## src/rtl/mem_arb_pkg.sv

```systemverilog
// mem_arb_pkg: shared state, owner and access-size definitions for the memory port arbiter
package mem_arb_pkg;
  typedef enum logic [1:0] {IDLE, ISSUE, WAIT, RESP} state_t;
  typedef enum logic {OWN_IFU, OWN_LSU} owner_t;
  localparam logic [1:0] SZ_B = 2'd0;
  localparam logic [1:0] SZ_H = 2'd1;
  localparam logic [1:0] SZ_W = 2'd2;
endpackage

```

## src/rtl/mem_lane_gen.sv

```systemverilog
// mem_lane_gen: byte strobes, lane-replicated store data and misalignment flag for one access
module mem_lane_gen import mem_arb_pkg::*; #(
  parameter int DATA_W = 32
) (
  input  logic [1:0]        i_size,
  input  logic [1:0]        i_addr,
  input  logic [DATA_W-1:0] i_wdata,
  input  logic              i_we,
  output logic [3:0]        o_wstrb,
  output logic [DATA_W-1:0] o_wdata,
  output logic              o_misaligned
);
  logic w_b, w_h;
  assign w_b = i_size == SZ_B;
  assign w_h = i_size == SZ_H;
  assign o_wstrb = !i_we ? 4'b0000 : w_b ? 4'b0001 << i_addr : w_h ? 4'b0011 << {i_addr[1], 1'b0} : 4'b1111;
  assign o_wdata = w_b ? {4{i_wdata[7:0]}} : w_h ? {2{i_wdata[15:0]}} : i_wdata;
  // size 3 falls through to the word rule
  assign o_misaligned = w_h ? i_addr[0] : !w_b && i_addr != 2'b00;
endmodule

```

## src/rtl/mem_port_arbiter.sv

```systemverilog
// mem_port_arbiter: shares one valid/ready data-memory port between the IFU and the LSU
module mem_port_arbiter import mem_arb_pkg::*; #(
  parameter int ADDR_W     = 32,
  parameter int DATA_W     = 32,
  parameter int STARVE_MAX = 4,
  parameter int TIMEOUT    = 255
) (
  input  logic              clk,
  input  logic              rst_n,
  input  logic              ifu_req_valid,
  output logic              ifu_req_ready,
  input  logic [ADDR_W-1:0] ifu_addr,
  output logic              ifu_resp_valid,
  output logic [DATA_W-1:0] ifu_rdata,
  output logic              ifu_err,
  input  logic              lsu_req_valid,
  output logic              lsu_req_ready,
  input  logic              lsu_we,
  input  logic [1:0]        lsu_size,
  input  logic [ADDR_W-1:0] lsu_addr,
  input  logic [DATA_W-1:0] lsu_wdata,
  output logic              lsu_resp_valid,
  output logic [DATA_W-1:0] lsu_rdata,
  output logic              lsu_err,
  output logic              mem_req_valid,
  input  logic              mem_req_ready,
  output logic              mem_we,
  output logic [ADDR_W-1:0] mem_addr,
  output logic [DATA_W-1:0] mem_wdata,
  output logic [3:0]        mem_wstrb,
  input  logic              mem_resp_valid,
  input  logic [DATA_W-1:0] mem_rdata,
  output logic              busy
);
  localparam int SW = $clog2(STARVE_MAX + 1);
  localparam int TW = $clog2(TIMEOUT + 1);
  state_t            r_state;
  owner_t            r_owner;
  logic [SW-1:0]     r_starve;
  logic [TW-1:0]     r_tmo;
  logic              r_we, r_err;
  logic [ADDR_W-1:0] r_addr;
  logic [3:0]        r_wstrb;
  logic [DATA_W-1:0] r_wdata, r_rdata;
  logic              w_idle, w_ifu_pri, w_lsu_gnt, w_ifu_gnt, w_mis;
  logic [ADDR_W-1:0] w_addr;
  logic [3:0]        w_wstrb;
  logic [DATA_W-1:0] w_wdata;

  assign w_idle    = r_state == IDLE;
  // a starved IFU overrides the LSU's default priority
  assign w_ifu_pri = ifu_req_valid && r_starve == SW'(STARVE_MAX);
  assign w_lsu_gnt = w_idle && lsu_req_valid && !w_ifu_pri;
  assign w_ifu_gnt = w_idle && ifu_req_valid && !w_lsu_gnt;
  assign w_addr    = w_lsu_gnt ? lsu_addr : ifu_addr;

  mem_lane_gen #(.DATA_W(DATA_W)) u_lane (
    .i_size      (w_lsu_gnt ? lsu_size : SZ_W),
    .i_addr      (w_addr[1:0]),
    .i_wdata     (w_lsu_gnt ? lsu_wdata : '0),
    .i_we        (w_lsu_gnt && lsu_we),
    .o_wstrb     (w_wstrb),
    .o_wdata     (w_wdata),
    .o_misaligned(w_mis)
  );

  assign ifu_req_ready  = w_ifu_gnt;
  assign lsu_req_ready  = w_lsu_gnt;
  assign ifu_resp_valid = r_state == RESP && r_owner == OWN_IFU;
  assign lsu_resp_valid = r_state == RESP && r_owner == OWN_LSU;
  assign ifu_rdata      = r_rdata;
  assign lsu_rdata      = r_rdata;
  assign ifu_err        = r_err;
  assign lsu_err        = r_err;
  assign mem_req_valid  = r_state == ISSUE;
  assign mem_we         = r_we;
  assign mem_addr       = r_addr;
  assign mem_wstrb      = r_wstrb;
  assign mem_wdata      = r_wdata;
  assign busy           = !w_idle;

  always_ff @(posedge clk or negedge rst_n) begin
    if (!rst_n) begin
      r_state  <= IDLE;
      r_owner  <= OWN_IFU;
      r_starve <= '0;
      r_tmo    <= '0;
      r_we     <= 1'b0;
      r_err    <= 1'b0;
      r_addr   <= '0;
      r_wstrb  <= '0;
      r_wdata  <= '0;
      r_rdata  <= '0;
    end else begin
      r_starve <= (!ifu_req_valid || w_ifu_gnt) ? '0 :
                  (w_lsu_gnt && r_starve != SW'(STARVE_MAX)) ? r_starve + SW'(1) : r_starve;
      case (r_state)
        IDLE: if (w_lsu_gnt || w_ifu_gnt) begin
          r_owner <= w_lsu_gnt ? OWN_LSU : OWN_IFU;
          r_we    <= w_lsu_gnt && lsu_we;
          r_addr  <= {w_addr[ADDR_W-1:2], 2'b00};
          r_wstrb <= w_wstrb;
          r_wdata <= w_wdata;
          r_rdata <= '0;
          r_err   <= w_mis;
          r_state <= w_mis ? RESP : ISSUE;
        end
        ISSUE: if (mem_req_ready) begin
          r_tmo   <= '0;
          r_state <= WAIT;
        end
        WAIT: if (mem_resp_valid) begin
          r_rdata <= r_we ? '0 : mem_rdata;
          r_err   <= 1'b0;
          r_state <= RESP;
        end else if (r_tmo == TW'(TIMEOUT - 1)) begin
          r_rdata <= '0;
          r_err   <= 1'b1;
          r_state <= RESP;
        end else begin
          r_tmo <= r_tmo + TW'(1);
        end
        default: r_state <= IDLE;
      endcase
    end
  end
endmodule
```

## config.mk

```make
export PLATFORM = sky130hd
export DESIGN_NAME = mem_port_arbiter
export DESIGN_NICKNAME = d
export VERILOG_FILES = /design/src/rtl/mem_arb_pkg.sv /design/src/rtl/mem_lane_gen.sv /design/src/rtl/mem_port_arbiter.sv
export SDC_FILE = /design/constraint.sdc
export NUM_CORES = 1
export LEC_CHECK = 0
export CORE_ASPECT_RATIO = 0.6
export CORE_MARGIN = 2
export CORE_UTILIZATION = 40
export DETAILED_ROUTE_END_ITERATION = 12
export PLACE_DENSITY = 0.86
export SYNTH_ARGS = -nofsm -noshare
export SYNTH_HDL_FRONTEND = slang
export SYNTH_SLANG_ARGS = --single-unit
```

## constraint.sdc

```tcl
create_clock -name clk -period 6.1 [get_ports clk]
set_input_delay 1.22 -clock clk [delete_from_list [all_inputs] [get_ports clk]]
set_output_delay 1.22 -clock clk [all_outputs]
set_load 0.05 [all_outputs]
```

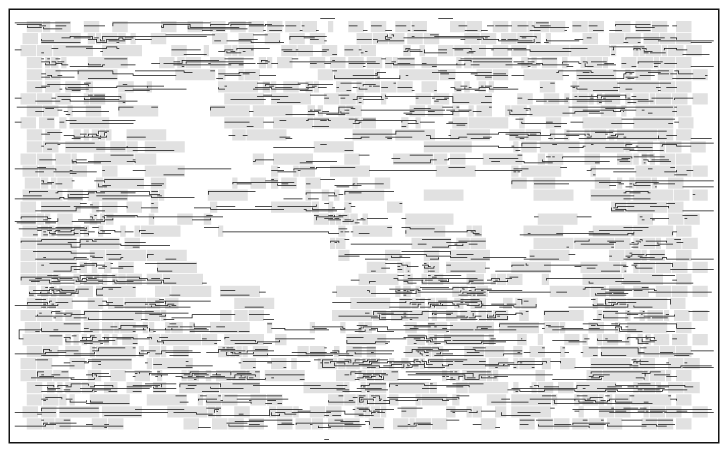
run_1/met1.png
836 nets have wire on it. The layer holds 43% of the routed length. The wires run mostly horizontal. The longest straight run is 45.5 um.

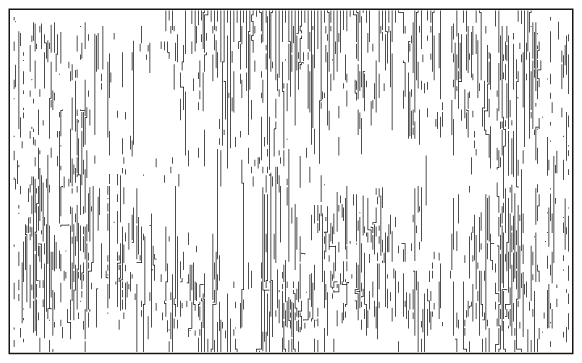
run_1/met2.png
The layer holds 48% of the routed length. The layer carries 7860 um of wire.

==> impl_metrics.toml, run 1 <==
# synthesis and place-and-route metrics
[drt]
first_pass_iters = 4
met3WireLength_um = 1350
routed_via_density = 4.79
wl_met2_um = 7860
antenna_left = 0
drt_iter0_drc = 289
wl_um = 16400
wl_per_cell_um = 15.7
wl_met1_um = 6960

[power]
pwr-share-seq = 0.237
switchingPower_mw = 2.49
intPower_mw = 2.64
combPwrFrac = 0.570
switching_share = 0.485
p_per_area_nw_per_um2 = 567
p_clk_frac = 0.193
top_power_group = "combinational logic"
peakVddDrop_mv = 0.286

[finish]
seq_share = 0.315
syn_to_final_growth_pct = 55.0
diodes = 0
comb.multi_input.count = 374
drive_gt1_frac = 0.0592
final_cell_mix = "274 x clkdlybuf4s50_1, 126 x nand2_1, 114 x dfrtp_1"
ff_latch_area_sq_um = 2850
layout.cells.most_common = "clkdlybuf4s50_1"
logic_area_sq_um = 2400
layout.nonclk_buf_frac = 0.309
top_area_cell_class = "flip-flops and latches"
n_all_inverters = 43

[run]
drv_cap = 0
warnings = 32

[synthesis]
flop_cell = "dfrtp_1"
synthMuxAreaShare = 0.148
synth-seq-area-share = 0.489
synth_area_leader_cell = "dfrtp_1"
synthTopCellsByCount = "126 x nand2_1, 114 x dfrtp_1, 85 x mux2i_1"
yosysMostFrequentCell = "nand2_1"
synth.top_cell.area_share = 0.489
ys_cells = 597
xor_share = 0
syn_area_sq_um = 5840
logic_family = "multiplexers"
syn_area_per_cell_sq_um = 9.78
synth-edff-count = 0
fa_ha_area_frac = 0.0193
async_flop_share = 1.00
ys_types = 47
synth_cells = 597

[placed_design]
dpl.hpwl_um = 12100
dpl_cell_area_sq_um = 8450
gp_congestion = 0.786
place_ws_ns = 1.49
dpl.cell_count = 1010
io_buffers = 275

[sta]
rsz0062_at_grt = "false"
post-route-period-util = 0.759
maxSlewViolCount = 0
fin_skew_ns = 0.0122
worst_slew_pin_slew_ns = 0.947
tns_ns = 0
hold_viol = 0
setup_viol = 0
whs_ns = 0.477

[worst_setup_path]
r2r-start = "r_state[0]$_DFFE_PN0P_"
setup.worst_path.start_class = "input port"
rrSetupSlack_ns = 3.29
cp.depth = 5
cp_top_family = "buffers and inverters"
crit_path_frequent_cell = "clkdlybuf4s50_1"

[hold_path]
holdCritPathClass = "reg2reg"
whs_path_depth = 2

[global_routing]
grt_pass1_vias = 5070
grt_busiest_layer = "met2"
met1_usage = 0.262
grt_max_degree = 98
grt_antenna_before_repair = 0

[cts]
numCtsBuffers = 17
clkTransAtPathRegs_ns = 0.05
h-tree-depth = 4
insertion_delay_ns = 0.39
cts-resized-gates = 0
cts_sinks = 114

[floorplan]
fp.coreArea_sq_um = 14400
die_w_um = 160
initCoreUtil = 0.406
rows = 34

[status]
status = "finished clean"
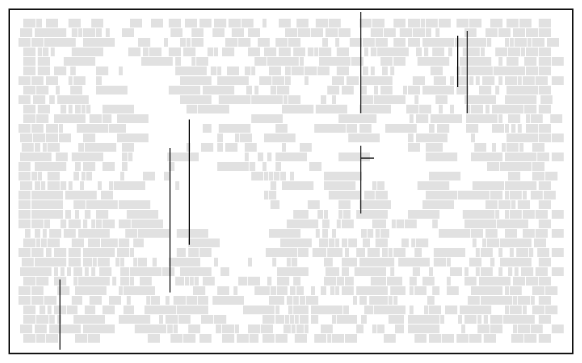
run_1/met4.png
The longest straight run is 40.8 um. The wires run mostly vertical.

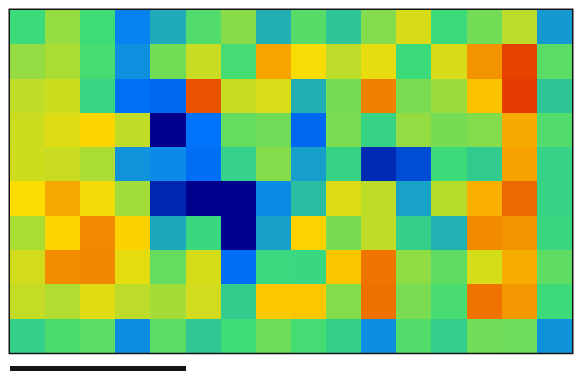
run_1/density.png
Bar = 50 um. The die is cut into 16 by 10 equal tiles; dark blue is low, red is high, 0 to 100% covered.
18% of the tiles are over 75% full. The fullest tile reaches 93%. The emptiest ninth of the die: middle.

run_1/final_congestion.png
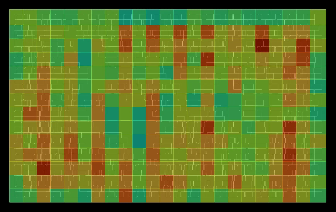

==> run 1 -> run 2 <==
Clock period 6.1 ns to 4.35 ns, I/O delays scaled along.
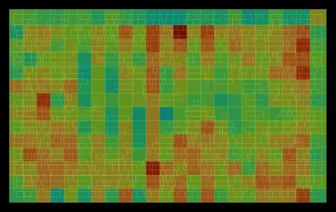
run_2/final_congestion.png
Routed WL per cell: 15.8 um
GR peak layer: met2
met3 Use GR: 0.0721

==> impl_metrics.toml, run 2 <==
# synthesis and place-and-route metrics
[finish]
ff_latch_area_sq_um = 2850
comb.multi_input.count = 374
diodes = 0
layout.cells.most_common = "clkdlybuf4s50_1"
layout.nonclk_buf_frac = 0.309
final_cell_mix = "273 x clkdlybuf4s50_1, 126 x nand2_1, 114 x dfrtp_1"
syn_to_final_growth_pct = 56.1
top_area_cell_class = "flip-flops and latches"

[power]
top_power_group = "combinational logic"
combPwrFrac = 0.561
switchingPower_mw = 3.47
intPower_mw = 3.87
p_per_area_nw_per_um2 = 804
switching_share = 0.473

[hold_path]
whs_path_depth = 2

[status]
status = "finished clean"

[synthesis]
ys_cells = 597
synthTopCellsByCount = "126 x nand2_1, 114 x dfrtp_1, 85 x mux2i_1"
syn_area_sq_um = 5840
flop_cell = "dfrtp_1"
synthMuxAreaShare = 0.148
synth_area_leader_cell = "dfrtp_1"
xor_share = 0
logic_family = "multiplexers"
async_flop_share = 1.00
synth-seq-area-share = 0.489

[placed_design]
dpl.cell_count = 1010
dpl_cell_area_sq_um = 8480
place_ws_ns = 0.865

[global_routing]
grt_pass1_vias = 5070
grt_antenna_before_repair = 0
met1_usage = 0.257

[floorplan]
initCoreUtil = 0.406
die_w_um = 160
rows = 34
fp.coreArea_sq_um = 14400

[drt]
met3WireLength_um = 1340
wl_met1_um = 6820
wl_um = 16400
routed_via_density = 4.82
antenna_left = 0

[worst_setup_path]
r2r-start = "r_state[0]$_DFFE_PN0P_"
cp_top_family = "buffers and inverters"
setup.worst_path.start_class = "input port"

[sta]
worst_slew_pin_slew_ns = 0.961
tns_ns = 0
setup_viol = 0
maxSlewViolCount = 0
post-route-period-util = 0.808
fin_skew_ns = 0.00978

[cts]
h-tree-depth = 4
cts_sinks = 114
insertion_delay_ns = 0.40

[run]
drv_cap = 0
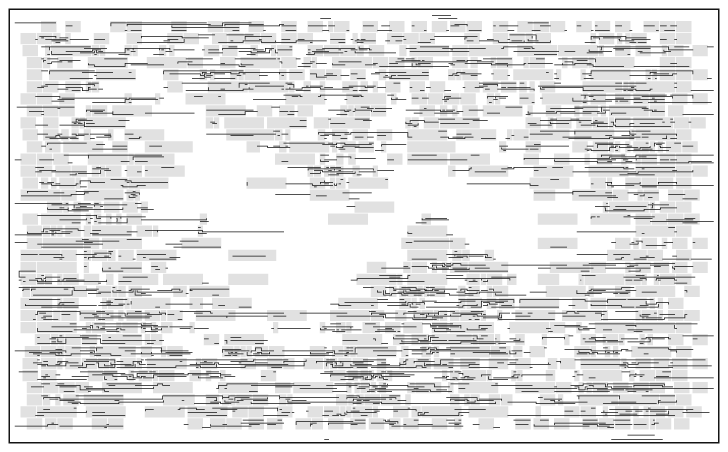
run_2/met1.png
The layer carries 6820 um of wire. The wires run mostly horizontal. The layer holds 42% of the routed length.

run_2/met2.png
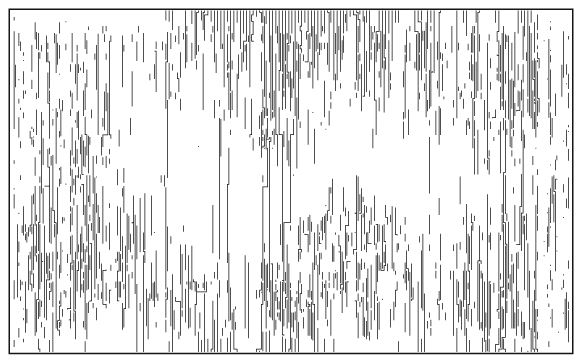

==> run 2 -> run 3 <==
Settings changed: CORE_UTILIZATION 40 to 37, PLACE_DENSITY 0.86 to 0.84.
Clock period 4.35 ns to 2.9 ns, I/O delays scaled along.
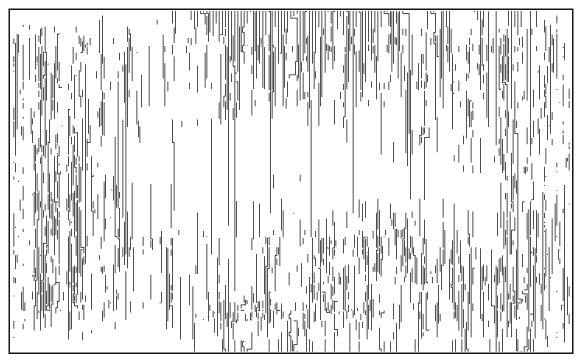
run_3/met2.png
The layer holds 47% of the routed length. The longest straight run is 66.6 um.

==> impl_metrics.toml, run 3 <==
# synthesis and place-and-route metrics
[drt]
wl_um = 16900
antenna_left = 0
met3WireLength_um = 1320
first_pass_iters = 5
wl_met1_um = 7390
wl_met2_um = 7950
routed_via_density = 4.76

[finish]
diodes = 0
final_cell_mix = "272 x clkdlybuf4s50_1, 126 x nand2_1, 114 x dfrtp_1"
ff_latch_area_sq_um = 2850
seq_share = 0.309
layout.nonclk_buf_frac = 0.314
syn_to_final_growth_pct = 58.0

[worst_setup_path]
r2r-start = "r_state[0]$_DFFE_PN0P_"
cp.depth = 4

[power]
p_clk_frac = 0.212
switchingPower_mw = 5.28
intPower_mw = 5.92
p_per_area_nw_per_um2 = 1210
switching_share = 0.471

[placed_design]
dpl.hpwl_um = 12500
gp_congestion = 0.849

[run]
drv_cap = 0
warnings = 34

[floorplan]
die_w_um = 166
rows = 35

[sta]
whs_ns = 0.252
post-route-period-util = 0.922
rsz0062_at_grt = "false"
fin_skew_ns = 0.00961
hold_viol = 0
setup_viol = 0

[synthesis]
yosysMostFrequentCell = "nand2_1"
ys_types = 47
synth_area_leader_cell = "dfrtp_1"
syn_area_sq_um = 5840
async_flop_share = 1.00
flop_cell = "dfrtp_1"
synth-seq-area-share = 0.489
synthTopCellsByCount = "126 x nand2_1, 114 x dfrtp_1, 85 x mux2i_1"
synth.top_cell.area_share = 0.489

[cts]
insertion_delay_ns = 0.40
h-tree-depth = 4
numCtsBuffers = 17

[hold_path]
holdCritPathClass = "in2async"

[global_routing]
met1_usage = 0.246
grt_antenna_before_repair = 0

[status]
status = "finished clean"
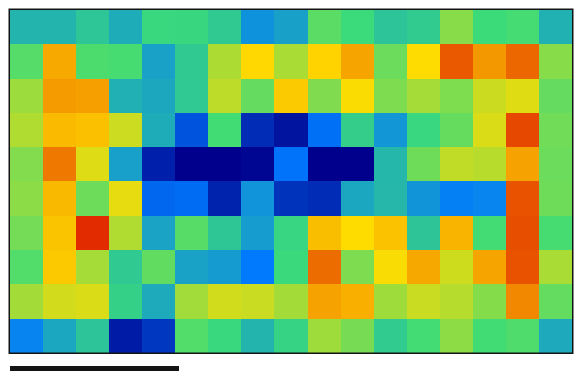
run_3/density.png
Bar = 50 um. The die is cut into 17 by 10 equal tiles; dark blue is low, red is high, 0 to 100% covered.
The fullest tile reaches 95%. 19% of the tiles are over 75% full. 2.9% of the tiles are nearly empty. The mean over all tiles is 53%.

No activity file was given, so power comes from the tool's default toggle rates.
